**src/rtl/fwd_hazard_unit_pkg.sv**
```systemverilog
// Shared processor package for the forwarding / hazard unit.
// Holds the EX operand-mux select encodings and the control FSM state codes.
package fwd_hazard_unit_pkg;

  // Select codes for the two 3x1 EX operand muxes; 2'b11 is never driven.
  typedef enum logic [1:0] {
    FWD_RF    = 2'b00,
    FWD_EXMEM = 2'b01,
    FWD_MEMWB = 2'b10
  } fwd_sel_e;

  typedef enum logic {
    RUN    = 1'b0,
    BUBBLE = 1'b1
  } ctrl_state_e;

endpackage

```
**src/rtl/fwd_hazard_unit_fwd_select.sv**
```systemverilog
// fwd_select: computes one EX operand forward select.
// Ports:
//   ex_valid                           - EX shadow stage holds a real instruction
//   rs                                 - EX source register being resolved
//   mem_valid, mem_reg_write, mem_rd   - MEM shadow stage producer
//   wb_valid, wb_reg_write, wb_rd      - WB shadow stage producer
//   sel                                - FWD_RF / FWD_EXMEM / FWD_MEMWB
module fwd_select
  import fwd_hazard_unit_pkg::*;
#(
  parameter int unsigned regAddrBits = 5
) (
  input  logic                   ex_valid,
  input  logic [regAddrBits-1:0] rs,
  input  logic                   mem_valid,
  input  logic                   mem_reg_write,
  input  logic [regAddrBits-1:0] mem_rd,
  input  logic                   wb_valid,
  input  logic                   wb_reg_write,
  input  logic [regAddrBits-1:0] wb_rd,
  output fwd_sel_e               sel
);

  logic mem_hit;
  logic wb_hit;

  // x0 is hardwired zero, so a write to it is never a forwarding source.
  assign mem_hit = mem_valid & mem_reg_write & (mem_rd != '0) & (mem_rd == rs);
  assign wb_hit  = wb_valid  & wb_reg_write  & (wb_rd  != '0) & (wb_rd  == rs);

  // The MEM producer is younger, so it wins over WB.
  always_comb begin
    sel = FWD_RF;
    if (ex_valid) begin
      if (mem_hit)     sel = FWD_EXMEM;
      else if (wb_hit) sel = FWD_MEMWB;
    end
  end

endmodule

```
**src/rtl/fwd_hazard_unit.sv**
```systemverilog
// fwd_hazard_unit: data-forwarding and load-use hazard control for a
// 5-stage pipeline. Keeps shadow copies of the EX/MEM/WB register fields.
// Ports:
//   clk, reset (sync, active-high)
//   id_valid, id_rs1, id_rs2, id_rd, id_regWrite, id_memRead - ID instruction
//   branch_taken             - EX redirect, overrides any stall
//   forwardA, forwardB       - EX operand mux selects
//   pc_stall, ifid_stall     - hold PC and IF/ID
//   ifid_flush, idex_flush   - bubble IF/ID and ID/EX
//   stall_count              - saturating count of load-use stall cycles
module fwd_hazard_unit
  import fwd_hazard_unit_pkg::*;
#(
  parameter int unsigned regAddrBits = 5,
  parameter int unsigned cntBits     = 16
) (
  input  logic                   clk,
  input  logic                   reset,
  input  logic                   id_valid,
  input  logic [regAddrBits-1:0] id_rs1,
  input  logic [regAddrBits-1:0] id_rs2,
  input  logic [regAddrBits-1:0] id_rd,
  input  logic                   id_regWrite,
  input  logic                   id_memRead,
  input  logic                   branch_taken,
  output logic [1:0]             forwardA,
  output logic [1:0]             forwardB,
  output logic                   pc_stall,
  output logic                   ifid_stall,
  output logic                   ifid_flush,
  output logic                   idex_flush,
  output logic [cntBits-1:0]     stall_count
);

  logic                   ex_valid, ex_reg_write, ex_mem_read;
  logic [regAddrBits-1:0] ex_rs1, ex_rs2, ex_rd;
  logic                   mem_valid, mem_reg_write;
  logic [regAddrBits-1:0] mem_rd;
  logic                   wb_valid, wb_reg_write;
  logic [regAddrBits-1:0] wb_rd;

  ctrl_state_e state, state_next;
  logic        load_use;
  logic        stall;
  fwd_sel_e    sel_a, sel_b;

  assign load_use = ex_valid & ex_mem_read & (ex_rd != '0) & id_valid &
                    ((ex_rd == id_rs1) | (ex_rd == id_rs2));

  // Stall only from RUN so each load-use pair yields exactly one bubble;
  // a taken branch squashes the dependent instruction instead.
  always_comb begin
    state_next = state;
    stall      = 1'b0;
    pc_stall   = 1'b0;
    ifid_stall = 1'b0;
    ifid_flush = 1'b0;
    idex_flush = 1'b0;
    case (state)
      RUN:     if (load_use && !branch_taken) state_next = BUBBLE;
      BUBBLE:  state_next = RUN;
      default: state_next = RUN;
    endcase
    if (!reset) begin
      if (branch_taken) begin
        ifid_flush = 1'b1;
        idex_flush = 1'b1;
      end else if (load_use && state == RUN) begin
        stall      = 1'b1;
        pc_stall   = 1'b1;
        ifid_stall = 1'b1;
        idex_flush = 1'b1;
      end
    end
  end

  always_ff @(posedge clk) begin
    if (reset) begin
      state         <= RUN;
      stall_count   <= '0;
      ex_valid      <= 1'b0;
      ex_reg_write  <= 1'b0;
      ex_mem_read   <= 1'b0;
      ex_rs1        <= '0;
      ex_rs2        <= '0;
      ex_rd         <= '0;
      mem_valid     <= 1'b0;
      mem_reg_write <= 1'b0;
      mem_rd        <= '0;
      wb_valid      <= 1'b0;
      wb_reg_write  <= 1'b0;
      wb_rd         <= '0;
    end else begin
      state         <= state_next;
      mem_valid     <= ex_valid;
      mem_reg_write <= ex_reg_write;
      mem_rd        <= ex_rd;
      wb_valid      <= mem_valid;
      wb_reg_write  <= mem_reg_write;
      wb_rd         <= mem_rd;
      if (idex_flush) begin
        ex_valid     <= 1'b0;
        ex_reg_write <= 1'b0;
        ex_mem_read  <= 1'b0;
        ex_rs1       <= '0;
        ex_rs2       <= '0;
        ex_rd        <= '0;
      end else begin
        ex_valid     <= id_valid;
        ex_reg_write <= id_regWrite;
        ex_mem_read  <= id_memRead;
        ex_rs1       <= id_rs1;
        ex_rs2       <= id_rs2;
        ex_rd        <= id_rd;
      end
      if (stall && stall_count != '1) stall_count <= stall_count + cntBits'(1);
    end
  end

  fwd_select #(.regAddrBits(regAddrBits)) u_fwd_a (
    .ex_valid      (ex_valid),
    .rs            (ex_rs1),
    .mem_valid     (mem_valid),
    .mem_reg_write (mem_reg_write),
    .mem_rd        (mem_rd),
    .wb_valid      (wb_valid),
    .wb_reg_write  (wb_reg_write),
    .wb_rd         (wb_rd),
    .sel           (sel_a)
  );

  fwd_select #(.regAddrBits(regAddrBits)) u_fwd_b (
    .ex_valid      (ex_valid),
    .rs            (ex_rs2),
    .mem_valid     (mem_valid),
    .mem_reg_write (mem_reg_write),
    .mem_rd        (mem_rd),
    .wb_valid      (wb_valid),
    .wb_reg_write  (wb_reg_write),
    .wb_rd         (wb_rd),
    .sel           (sel_b)
  );

  assign forwardA = reset ? FWD_RF : sel_a;
  assign forwardB = reset ? FWD_RF : sel_b;

  // EX always holds a bubble while in BUBBLE, so a load-use there is a bug.
  a_no_stall_in_bubble: assert property (@(posedge clk) disable iff (reset)
    !(state == BUBBLE && load_use));

endmodule
```
**config.mk**
```make
export PLATFORM = sky130hd
export DESIGN_NAME = fwd_hazard_unit
export DESIGN_NICKNAME = d
export VERILOG_FILES = /design/src/rtl/fwd_hazard_unit_pkg.sv /design/src/rtl/fwd_hazard_unit_fwd_select.sv /design/src/rtl/fwd_hazard_unit.sv
export SDC_FILE = /design/constraint.sdc
export NUM_CORES = 1
export LEC_CHECK = 0
export CAP_MARGIN = 30
export CORE_ASPECT_RATIO = 0.7
export CORE_MARGIN = 5
export CORE_UTILIZATION = 53
export DETAILED_ROUTE_END_ITERATION = 8
export HOLD_SLACK_MARGIN = 0.02
export PLACE_DENSITY = 0.85
export SETUP_SLACK_MARGIN = 0.5
export SYNTH_ARGS = -nofsm -noshare
export SYNTH_HDL_FRONTEND = slang
export SYNTH_HIERARCHICAL = 1
export SYNTH_SLANG_ARGS = --single-unit
```
**constraint.sdc**
```tcl
create_clock -name clk -period 2.7 [get_ports clk]
set_input_delay 0.27 -clock clk [delete_from_list [all_inputs] [get_ports clk]]
set_output_delay 0.27 -clock clk [all_outputs]
set_load 0.01 [all_outputs]
```
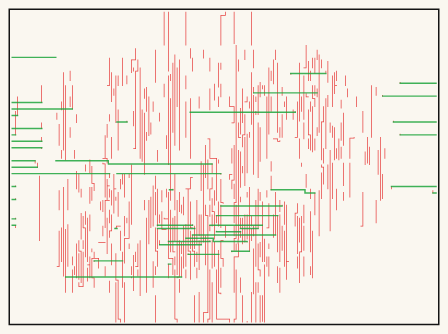
wires.png
Only two layers are drawn.
- metal 3: green (wire length 388 um)
- metal 2: red (wire length 2300 um)
per-cell routed wire length: 15.18 um
Detailed Route WL: 5.375 mm
gr usage total: 18.45%
routed vias: 2018

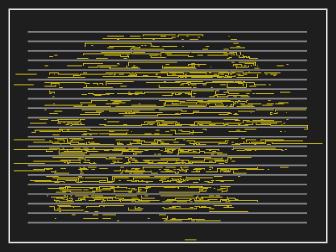
layer_met1.png
Supply wires on this layer in gray.
- nets with wire on the layer: 294
- main direction: horizontal
- wire length on this layer: 2620 um
grt met1 use: 25.24%

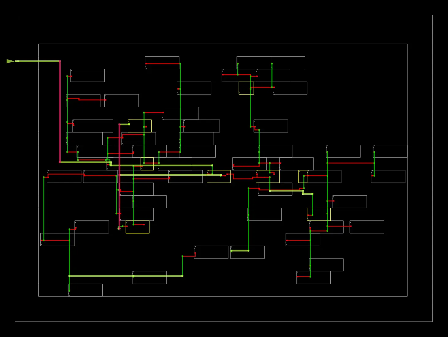
clocks.png
Power Clock: 0.000434 W
clock skew: 0.009812 ns
clock sink count: 49
Clock buffer cells: 5
Flops: 49

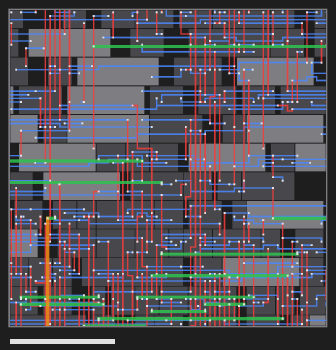
detail.png
Scale bar: 10 um. Window x 30 to 60, y 18 to 48 um. Cells in gray, sequential cells in the stronger gray; small squares are vias.
- metal 2: red
- metal 3: green
- metal 1: blue
- metal 4: orange
- netlist names of flops here include: mem_rd (5), stall_count (2), wb_rd (2)
- most frequent: nor2b_1 (9), dfxtp_1 (8), buf_4 (6)
- cells with their middle in the window: 74
- sequential cells in the window: 11

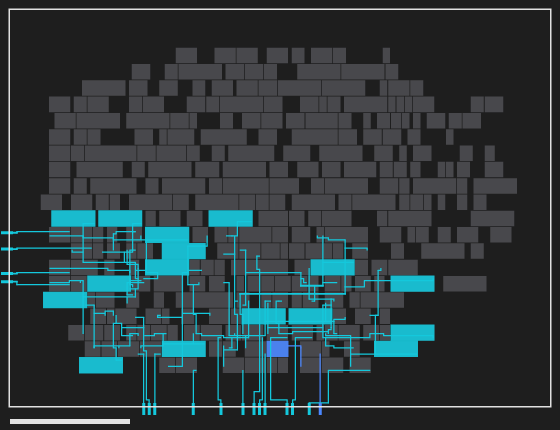
io_fan.png
Scale bar: 20 um.
- stall_count: cyan (bits 16; direction output; edge 12 bottom, 4 left; end cells 16; wire 769 um)
- ifid_stall: blue (bits 1; direction output; edge bottom; end cells 1; wire 14.0 um)
port bufs: 44
Top Ports: 45

==> reports/summary.txt <==
most frequent cells after synthesis: dfxtp_1, xor2_1, nor2b_1
reg2reg start: stall_count[8]
Top cells excl fill/tap: dfxtp_1, clkdlybuf4s50_1, xor2_1
Synth async-reset ratio: 0%
crit path capture type: flop
EDFF count, synth: 0
YS chip area: 2380 um2
Comb pwr share: 9.3%
Core Box Area: 4329 um2
share of layout cells above drive strength 1: 14.38%
synthesized area: 2380 um2
Synth area leader: dfxtp_1
Antenna Nets Post-Route: 0
setup_tns: 0 ns
final period demand of the worst path: 2.134 ns
Commonest flop: dfxtp_1
hold-fix buffers at CTS: 0
slowest library cell on the worst path: nor4_2
Clock Root Buffer: clkbuf_8
hold depth: 1
top cells, area: dfxtp_1, xor2_1, nor2b_1, and2_1, o31ai_1
max incr delay on CP: 0.52 ns
number of max-cap violations: 0
HP Class: flop to flop
Synthesis Warnings: 6
die width: 90.09 um
Critical Path Start Type: flop
syn nets: 273
crit path launch: stall_count[8]
CTS tree: built
Psw: 0.0003264 W
Max FO, Critical Path: 7
sw frac: 24.86%
Die Area: 5952 um2
initial antenna violation count: 0
worst reg2reg endpoint: stall_count[15]
internal power: 0.0009866 W
data required time at the worst endpoint: 2.94 ns
Post-Syn Area per Cell: 9.481 um2
critical path cell sequence: nand4_1 > nor4_2 > nand3_1 > or4_1 > a21oi_1
Top-area cell share: 41.22%
Remaining DRCs: 0
ys cells: 251
DRC marker count from the first detailed-route iteration: 215
dominant logic cell type in the layout: dfxtp_1
CP bufs+invs: 0
sequential element share of the synthesized area: 41.22%
Area Overhead vs Synth: 25.50%
Layout Nets: 320
crit-path leading delay family: simple AND/OR/NAND/NOR gates
diodes inserted: 0
postcts setup bufs: 0
LEAKAGE: 1.100 nW
clock buffer depth: 2
fin cells: 354
CP Class: flop to flop
Final setup viols: 0
crit path DAT: 2.38 ns
via count of the first global-routing pass: 1942
fmax: 468.5 MHz
row cnt: 20
Worst-Margin Slew: 0.5237 ns
pre-CTS setup slack: 0.2549 ns
Synth flops: 49
H-tree Lvls: 2
Clk network pwr share: 33.0%
Inst Count DP: 342
CTS Buf Count: 5
vias per inst: 5.701
Worst Setup Slack, final: 0.5656 ns
tool warnings: 27
CTS resizes: 12
DRT Pass-1 Iters: 4
Final period util: 79.05%
count leader, synth: dfxtp_1
clk latency late pin: 0.30 ns
P per Cell Area: 439.6 nW/um2
Slew HR: 65.00%
Fin Hold WS: 0.4569 ns
hold path endpoint: mem_reg_write
RSZ-0062 raised after global routing: yes
largest net degree at the start of global routing: 33
Final Hold Viols: 0
CTS clock-pin slew for the worst setup and hold paths: 0.10 ns
DIE HEIGHT: 66.07 um
Sequential Power Share: 57.7%
Final Max Tran Viols: 0
distinct lib cells: 47
Final GP Congestion: 0.8580
global-route wire length before repair: 9.032 mm
Worst R2R Path Depth: 5
end of the critical path: stall_count[15]
initial cell density of the core: 54.97%
Worst Hold Launch: ex_reg_write
Synth Instances: 251
Crit. path cell count: 5
HPWL after DPL: 3.789 mm
maximum VDD drop: 0.0003182 V
remaining global-route overflow: 0
status: finished, final reports clean
flop-to-flop setup slack: 0.57 ns
[power groups by stage]
stage | logic (W) | clock network [W] | registers, W
2_1_floorplan | 0.0000727 | 0 | 0.000767
3_3_place_gp | 0.000118 | 0 | 0.000773
3_5_place_dp | 0.000119 | 0 | 0.000774
4_1_cts | 0.000119 | 0.000443 | 0.000757
5_1_grt | 0.000134 | 0.000477 | 0.000761
6_report | 0.000122 | 0.000434 | 0.000757
[stage by stage]
| step | utilization, % | instance area, um2 | total power (W) |
|---|---|---|---|
| 2_1_floorplan | - | 2380 | 0.0008401 |
| 3_3_place_gp | 65.26 | 2825 | 0.0008908 |
| 3_5_place_dp | 65.26 | 2825 | 0.0008929 |
| 4_1_cts | 67.43 | 2919 | 0.001319 |
| 5_1_grt | 68.99 | 2987 | 0.001371 |
| 6_report | 68.99 | 2987 | 0.001313 |
[layout make-up]
cell class,count,area [um2]
clock inverter,3,21.27
multi-input combinational,180,1320
sequential,49,991.0
clock buffer,5,68.82
inverter,12,45.04
fill,344,1343
timing repair buffer,50,471.7
tap,55,68.82
[metal layers]
metal	GRT usage, %	up-vias	part of all wire, %
met5	0	-	0
met1	25.24	936	49
li1	-	1008	-
met3	5.461	7	7.2
met2	28.28	67	43
met4	5.204	0	1.1
[logic make-up after synthesis]
family / synth area share [%]
simple gates: 29.34
flops: 41.22
compound gates: 14.88
buf+inv: 5.520
xor+xnor: 8.097
mux: 0.4206
fa+ha+maj: 0.5257
[sequential cells by signal (all words and copies together), names as in the netlist]
name / flops
ex_rs1: 5
mem_rd: 5
state: 1
ex_reg_write: 1
wb_valid: 1
mem_reg_write: 1
stall_count: 16
ex_rs2: 5
mem_valid: 1
ex_mem_read: 1
ex_valid: 1
wb_rd: 5
ex_rd: 5
wb_reg_write: 1
Power and IR drop assume default switching activity.
